==> config.mk <==
export PLATFORM = sky130hd
export DESIGN_NAME = pc_fetch_stage
export DESIGN_NICKNAME = d
export VERILOG_FILES = /design/src/rtl/fetch_pkg.sv /design/src/rtl/pc_reg.sv /design/src/rtl/pc_fetch_stage.sv
export SDC_FILE = /design/constraint.sdc
export NUM_CORES = 1
export LEC_CHECK = 0
export CAP_MARGIN = 20
export CORE_MARGIN = 4
export CORE_UTILIZATION = 50
export DETAILED_ROUTE_END_ITERATION = 12
export HOLD_SLACK_MARGIN = 0.15
export PLACE_DENSITY = 0.91
export RECOVER_POWER = 25
export SLEW_MARGIN = 20
export SYNTH_ARGS = -nofsm -noshare
export SYNTH_HDL_FRONTEND = slang
export SYNTH_SLANG_ARGS = --single-unit
==> constraint.sdc <==
create_clock -name clock -period 4.1 [get_ports clock]
set_clock_uncertainty 0.2 [all_clocks]
set_input_delay 0.41 -clock clock [delete_from_list [all_inputs] [get_ports clock]]
set_output_delay 0.41 -clock clock [all_outputs]
set_load 0.005 [all_outputs]
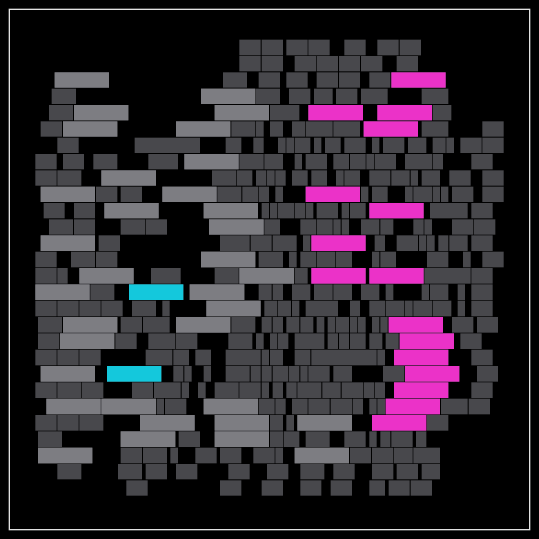
(run_1/ff_map.png)
Scale: 6 px per um. Other sequential cells in the stronger gray, the rest of the logic in the fainter gray.
- state: cyan (sequential cells 2)
- u_pc_reg.q: magenta (sequential cells 16)
- not colored: 34
fraction of area in registers: 0.315
Seq group: 0.995 mW

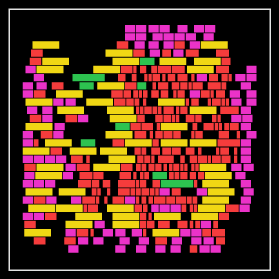
(run_1/class_map.png)
Scale: 3 px per um.
- clock drivers and dummy loads: green (cells 8; share of their area 3.4%)
- remaining buffers and delay cells: magenta (cells 103; share of their area 25%)
- registers: yellow (cells 52; share of their area 32%)
- remaining logic cells: red (cells 214; share of their area 39%)
final core utilization: 0.694
final instance area: 4130 um^2
CORE AREA: 5960 um^2
Std-Cell Rows: 28

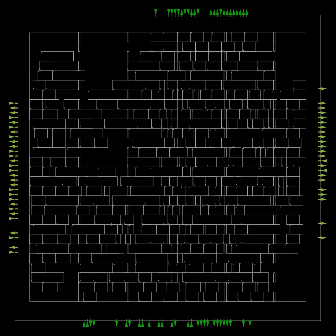
(run_1/placed.png)
FFs & Latches: 52
n_taps: 75

==> impl_metrics.ini, run 1 <==
; implementation run metrics
[pwr]
p_leak_nw = 1.71
powerDensity_nw_per_um2 = 677
report.power.total_mw = 2.80
ir_drop_mv = 0.405

[worst_setup_path]
cp.required_ns = 3.49
startpoint_type = register
cp.depth = 5
path_buffers = 1
crit_chain = ha_1 > nand3_2 > nor4_2 > xor2_1 > clkdlybuf4s50_1
cp_top_family = buffers and inverters
max_stage_delay_ns = 0.58
end_kind = output pin
setup.worst_path.class = reg2out
arrival_ns = 2.57
crit_fanout = 8
r2r_slack_ns = 1.51
ff2ff_path_depth = 7

[synthesis]
synthesis.nets = 341
synth_flops = 52
adder_share = 0.0203
ys_sh_aoi = 0.153
yosys_warnings = 0
ys_sh_simple = 0.138
syn_area_per_cell_um2 = 10.3
ys_seq_frac = 0.423
synth_area_um2 = 3080
edf_count = 0
synth_chip_area_um2 = 3080
yosys_cells = 299
synth_cells = 299
synthArstFlopShare = 1.00
logic_family = AND-OR/OR-AND gates
synth-main-ff-cell = dfrtp_1
synthDistinctLibCells = 51
mux_area_frac = 0.143
xor_share = 0.0370

[worst_hold_path]
hp-class = reg2reg
hold_depth = 1

[flow_run]
maxCapViolations = 1
tool_warnings = 29

[finish]
areaGrowthSynthToFinish_pct = 34.2
fin_nets = 418
drive_above_1_share = 0.127

[clock_network]
post_cts_buffers = 0
clkLatencyLatePin_ns = 0.31
cts_buffer_depth = 2
cts_buffers = 5
clock_sinks = 52
cts_tree = done
clkTransAtPathRegs_ns = 0.10
cts_resized = 0
cts_hold_buf = 0
htree_num_levels = 2
ctsRootBufferMaster = clkbuf_8

[route]
wire_per_inst_um = 17.3
antenna_left = 0
vias = 2644
drtIter0Drc = 206
totalWireLength_um = 7810
drcViolationCount = 0
via_per_inst = 5.85
drtPass1Iterations = 6

[global_routing]
grt_pass1_vias = 2671
antenna_found_initial = 0
grt.met2_usage = 0.369
grt_max_degree = 53
use_met1 = 0.274
grt_use_total = 0.219
grt.busiest_layer = met2
grt_pass1_wl_um = 13000
gr-usage-met3 = 0.0561
overflow = 0

[final_timing]
relSlewSlack = -0.501
worst_hold_slack_ns = 0.293
setup_viol = 0
setup_tns_ns = 0
timing.fmax_ghz = 0.315
period_needed_ns = 3.18
hold_viol = 0
final_max_slew_viol_count = 53
rsz0062_at_grt = no
fin_crit_sh = 0.775

[die]
die_w_um = 86.5
io_pins = 103
die_h_um = 86.5
floorplanUtilization = 0.517
dieArea_um2 = 7480

[place]
numPortBuffers = 102
finalWeightedCongestion = 0.901
dp_hpwl_um = 5950

[status]
violations = capacitance limit, slew limit
status = finished with violations
-- run 1: cell type report --
cell class,count,area [um^2]
Fill cell,456,1820
Multi-Input combinational cell,199,1510
Sequential cell,52,1300
Timing Repair Buffer,103,1030
Tap cell,75,93.8
Clock buffer,5,68.8
Clock inverter,3,68.8
Inverter,15,57.6
-- run 1: layer usage --
layer | wire, um | part of all wire
met5 | 0 | 0
met4 | 126 | 0.016
met3 | 750 | 0.096
met2 | 3940 | 0.50
met1 | 3000 | 0.38
-- run 1: synth_stat cells, drive strengths merged (2+ instances only) --
master   n  area [um^2]
dfrtp   52         1300
mux2    32          360
buf     28          188
nand2   24         90.1
nor2    21         78.8
o211ai  16          135
o21ai   15         75.1
inv     14         52.6
a21oi    9         48.8
mux2i    8         80.1
xor2     7         61.3
nand3    6         52.6
nor3b    6         45.0
o22ai    6         37.5
xnor2    6         52.6
a221oi   5         50.0
clkbuf   5         20.0
ha       5         62.6
nand2b   4         25.0
nor3     4         36.3
nor4     4         58.8
a211o    3         26.3
a211oi   3         22.5
a31oi    3         18.8
a222oi   2         20.0
nand4    2         18.8
-- run 1: layout by cell type (no fill, tap or decap), types with 2 or more instances in the layout --
master / n
a211o_1: 3
a211oi_1: 3
a21oi_1: 8
a221oi_1: 4
a222oi_1: 2
a31oi_1: 3
bufinv_16: 2
clkbuf_8: 5
clkdlybuf4s50_1: 101
dfrtp_1: 52
ha_1: 5
inv_1: 12
mux2_1: 10
mux2_2: 22
mux2i_1: 8
nand2_1: 24
nand2b_1: 4
nand3_1: 3
nand3_2: 2
nor2_1: 21
nor3_1: 2
nor3b_1: 6
nor4_2: 3
o211ai_1: 13
o211ai_2: 3
o21ai_0: 11
o21ai_1: 4
o22ai_1: 6
xnor2_1: 6
xor2_1: 7
-- run 1: power by group --
group          switching, mW  total, mW  internal [mW]
clock                  0.177      0.422          0.246
combinational          0.555       1.38          0.827
sequential             0.240      0.995          0.755
total                  0.971       2.80           1.83
-- run 1: worst register-to-register path, cell delays in order, from the launching register on --
cell and delay, ns:
dfrtp_1 0.41, inv_1 0.10, ha_1 0.38, o211ai_1 0.22
a21o_1 0.45, nor2_1 0.44, o211ai_1 0.20, o211ai_2 0.11
-- run 1: stage by stage --
stage | area (um^2) | std cells | util | worst slack (ns)
final | 4130 | 452 | 0.694 | 0.924
after global routing | 4130 | 452 | 0.694 | 0.745
after CTS | 4130 | 452 | 0.694 | 0.901
after detailed placement | 3990 | 444 | 0.671 | 1.07
after global placement | 3990 | 444 | 0.671 | 1.12
after floorplan | 3080 | 299 | - | 1.97
-- run 1: logic make-up (layout without fill, tap and decap cells) --
group / Yosys count / in the layout
AND/OR/NAND/NOR: 74 / 74
adder cells (fa/ha/maj): 5 / 5
AND-OR/OR-AND: 67 / 67
XOR/XNOR: 13 / 13
flip-flops: 52 / 52
multiplexers: 40 / 40
buffers and inverters: 48 / 126
--- run 2 (diff from run 1) ---
CORE_UTILIZATION = 46   (was 50)
PLACE_DENSITY = 0.85   (was 0.91)
clock period = 3.1 ns   (was 4.1 ns; I/O delays follow)
==> impl_metrics.ini, run 2 <==
; implementation run metrics
[synthesis]
edf_count = 0
synth_area_um2 = 3080
synth-main-ff-cell = dfrtp_1
synthDistinctLibCells = 51
synth_cells = 299
synthArstFlopShare = 1.00
synthesis.nets = 341
ys_seq_frac = 0.423
top_cell = dfrtp_1
yosys_warnings = 0
synth_top_area_share = 0.423
yosys_cells = 299
synth_chip_area_um2 = 3080
syn_area_per_cell_um2 = 10.3
ys_top_cells_by_area = dfrtp_1 42%, mux2_2 8.0%, buf_4 4.1%
top_area_cell = dfrtp_1
synth_flops = 52
synthTopCellsByCount = 52 x dfrtp_1, 24 x nand2_1, 22 x mux2_2

[route]
antenna_left = 0
via_per_inst = 5.90
vias = 2716
drtPass1Iterations = 8
drcViolationCount = 0
totalWireLength_um = 8150
wire_per_inst_um = 17.7
drtIter0Drc = 228

[place]
finalWeightedCongestion = 0.879
dpl_cell_area_um2 = 4040
numPortBuffers = 102
dp_hpwl_um = 6040

[die]
die_w_um = 89.8
io_pins = 103
core_area_um2 = 6420
floorplanUtilization = 0.479
dieArea_um2 = 8070
die_h_um = 89.8

[final_timing]
hold_viol = 0
timing.fmax_ghz = 0.337
worst_hold_slack_ns = 0.298
final_max_slew_viol_count = 0
relSlewSlack = 0.157
rsz0062_at_grt = no
period_needed_ns = 2.97
setup_tns_ns = 0
worst_pin_slew_ns = 1.26
setup_viol = 0
fin_crit_sh = 0.957

[clock_network]
cts_tree = done
cts_buffer_depth = 2
cts_hold_buf = 0
clock_sinks = 52
ctsRootBufferMaster = clkbuf_8
cts_buffers = 5
htree_num_levels = 2
clkTransAtPathRegs_ns = 0.10
cts_resized = 0
post_cts_buffers = 0
clkLatencyLatePin_ns = 0.31

[worst_setup_path]
startpoint_type = register
setup.worst_path.class = reg2out
cp_slowest_cell = clkdlybuf4s50_1
max_stage_delay_ns = 0.57
cp.required_ns = 2.59
crit_fanout = 6
ff2ff_path_depth = 5
end_kind = output pin
r2r_slack_ns = 0.56
arrival_ns = 2.46
crit_chain = ha_1 > nand3_2 > nor4_2 > xor2_1 > clkdlybuf4s50_1

[global_routing]
grt_pass1_wl_um = 13500
overflow = 0
antenna_found_initial = 0
grt_max_degree = 53
grt_pass1_vias = 2657
grt_use_total = 0.204

[finish]
fin_nets = 424
finish.utilization = 0.646
fillerInstances = 477
lay_top_count = clkdlybuf4s50_1
mostFrequentLayoutCells = 101 x clkdlybuf4s50_1, 51 x dfrtp_1, 24 x nand2_1
areaGrowthSynthToFinish_pct = 34.8
final_cell_area_um2 = 4150
diodes = 0
drive_above_1_share = 0.141

[flow_run]
tool_warnings = 29
maxCapViolations = 0

[pwr]
ir_drop_mv = 0.421
p_leak_nw = 1.72
powerDensity_nw_per_um2 = 878

[worst_hold_path]
hold_depth = 2
hp-class = reg2reg

[status]
status = finished clean
-- run 2: cell counts after synthesis --
No cell type changed its count.
-- run 2: worst max-delay path: cells and delay by family, from the launching register on --
family,cells,cell delay (ns)
simple gates,2,0.57
buf+inv,1,0.57
flops,1,0.46
xor+xnor,1,0.31
fa+ha+maj,1,0.23
-- run 2: final cells by class --
cell class / instances / area (um^2) / area share
clock buffers: 5 / 68.8 / 0.0166
clock inverters: 3 / 42.5 / 0.0102
inverters: 15 / 56.3 / 0.0136
multi-input cells: 199 / 1510 / 0.365
flip-flops and latches: 52 / 1300 / 0.314
well taps: 77 / 96.3 / 0.0232
repair buffers: 109 / 1070 / 0.258
-- run 2: routing by layer --
layer / part of all wire / vias up / GRT usage / wire [um]
met2: 0.49 / 160 / 0.343 / 4000
met4: 0.014 / 0 / 0.0613 / 111
li1: - / 1220 / - / -
met5: 0 / - / 0 / 0
met1: 0.40 / 1323 / 0.255 / 3230
met3: 0.10 / 13 / 0.0593 / 815
-- run 2: cells by family (layout without fill, tap and decap cells) --
| logic type | Yosys count | after routing | share of synthesized area |
|---|---|---|---|
| AND-OR/OR-AND | 67 | 67 | 0.153 |
| XOR/XNOR | 13 | 13 | 0.0370 |
| adder cells (fa/ha/maj) | 5 | 5 | 0.0203 |
| buffers and inverters | 48 | 132 | 0.0857 |
| flip-flops | 52 | 52 | 0.423 |
| multiplexers | 40 | 40 | 0.143 |
| AND/OR/NAND/NOR | 74 | 74 | 0.138 |
-- run 2: power breakdown --
part / switching [mW] / leakage [nW] / internal, mW / total (mW)
logic: 0.740 / 1.03 / 1.11 / 1.85
registers: 0.320 / 0.636 / 0.999 / 1.32
clock network: 0.236 / 0.0541 / 0.239 / 0.475
-- run 2: metrics by stage --
step                worst slack [ns]  std cells  power (mW)
finish                         0.135        460        3.64
global route                  0.0400        460        3.89
CTS                           0.0830        460        3.67
detailed placement             0.500        452        3.17
global placement               0.574        452        3.11
floorplan                      0.967        299        2.23
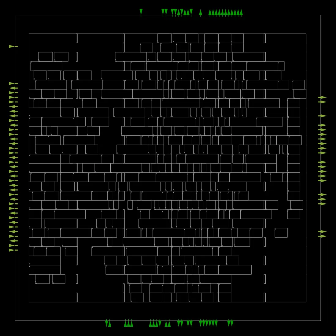
(run_2/placed.png)
fraction of area in registers: 0.314
Std-Cell Rows: 29

Power is estimated from default activity; no workload was simulated.
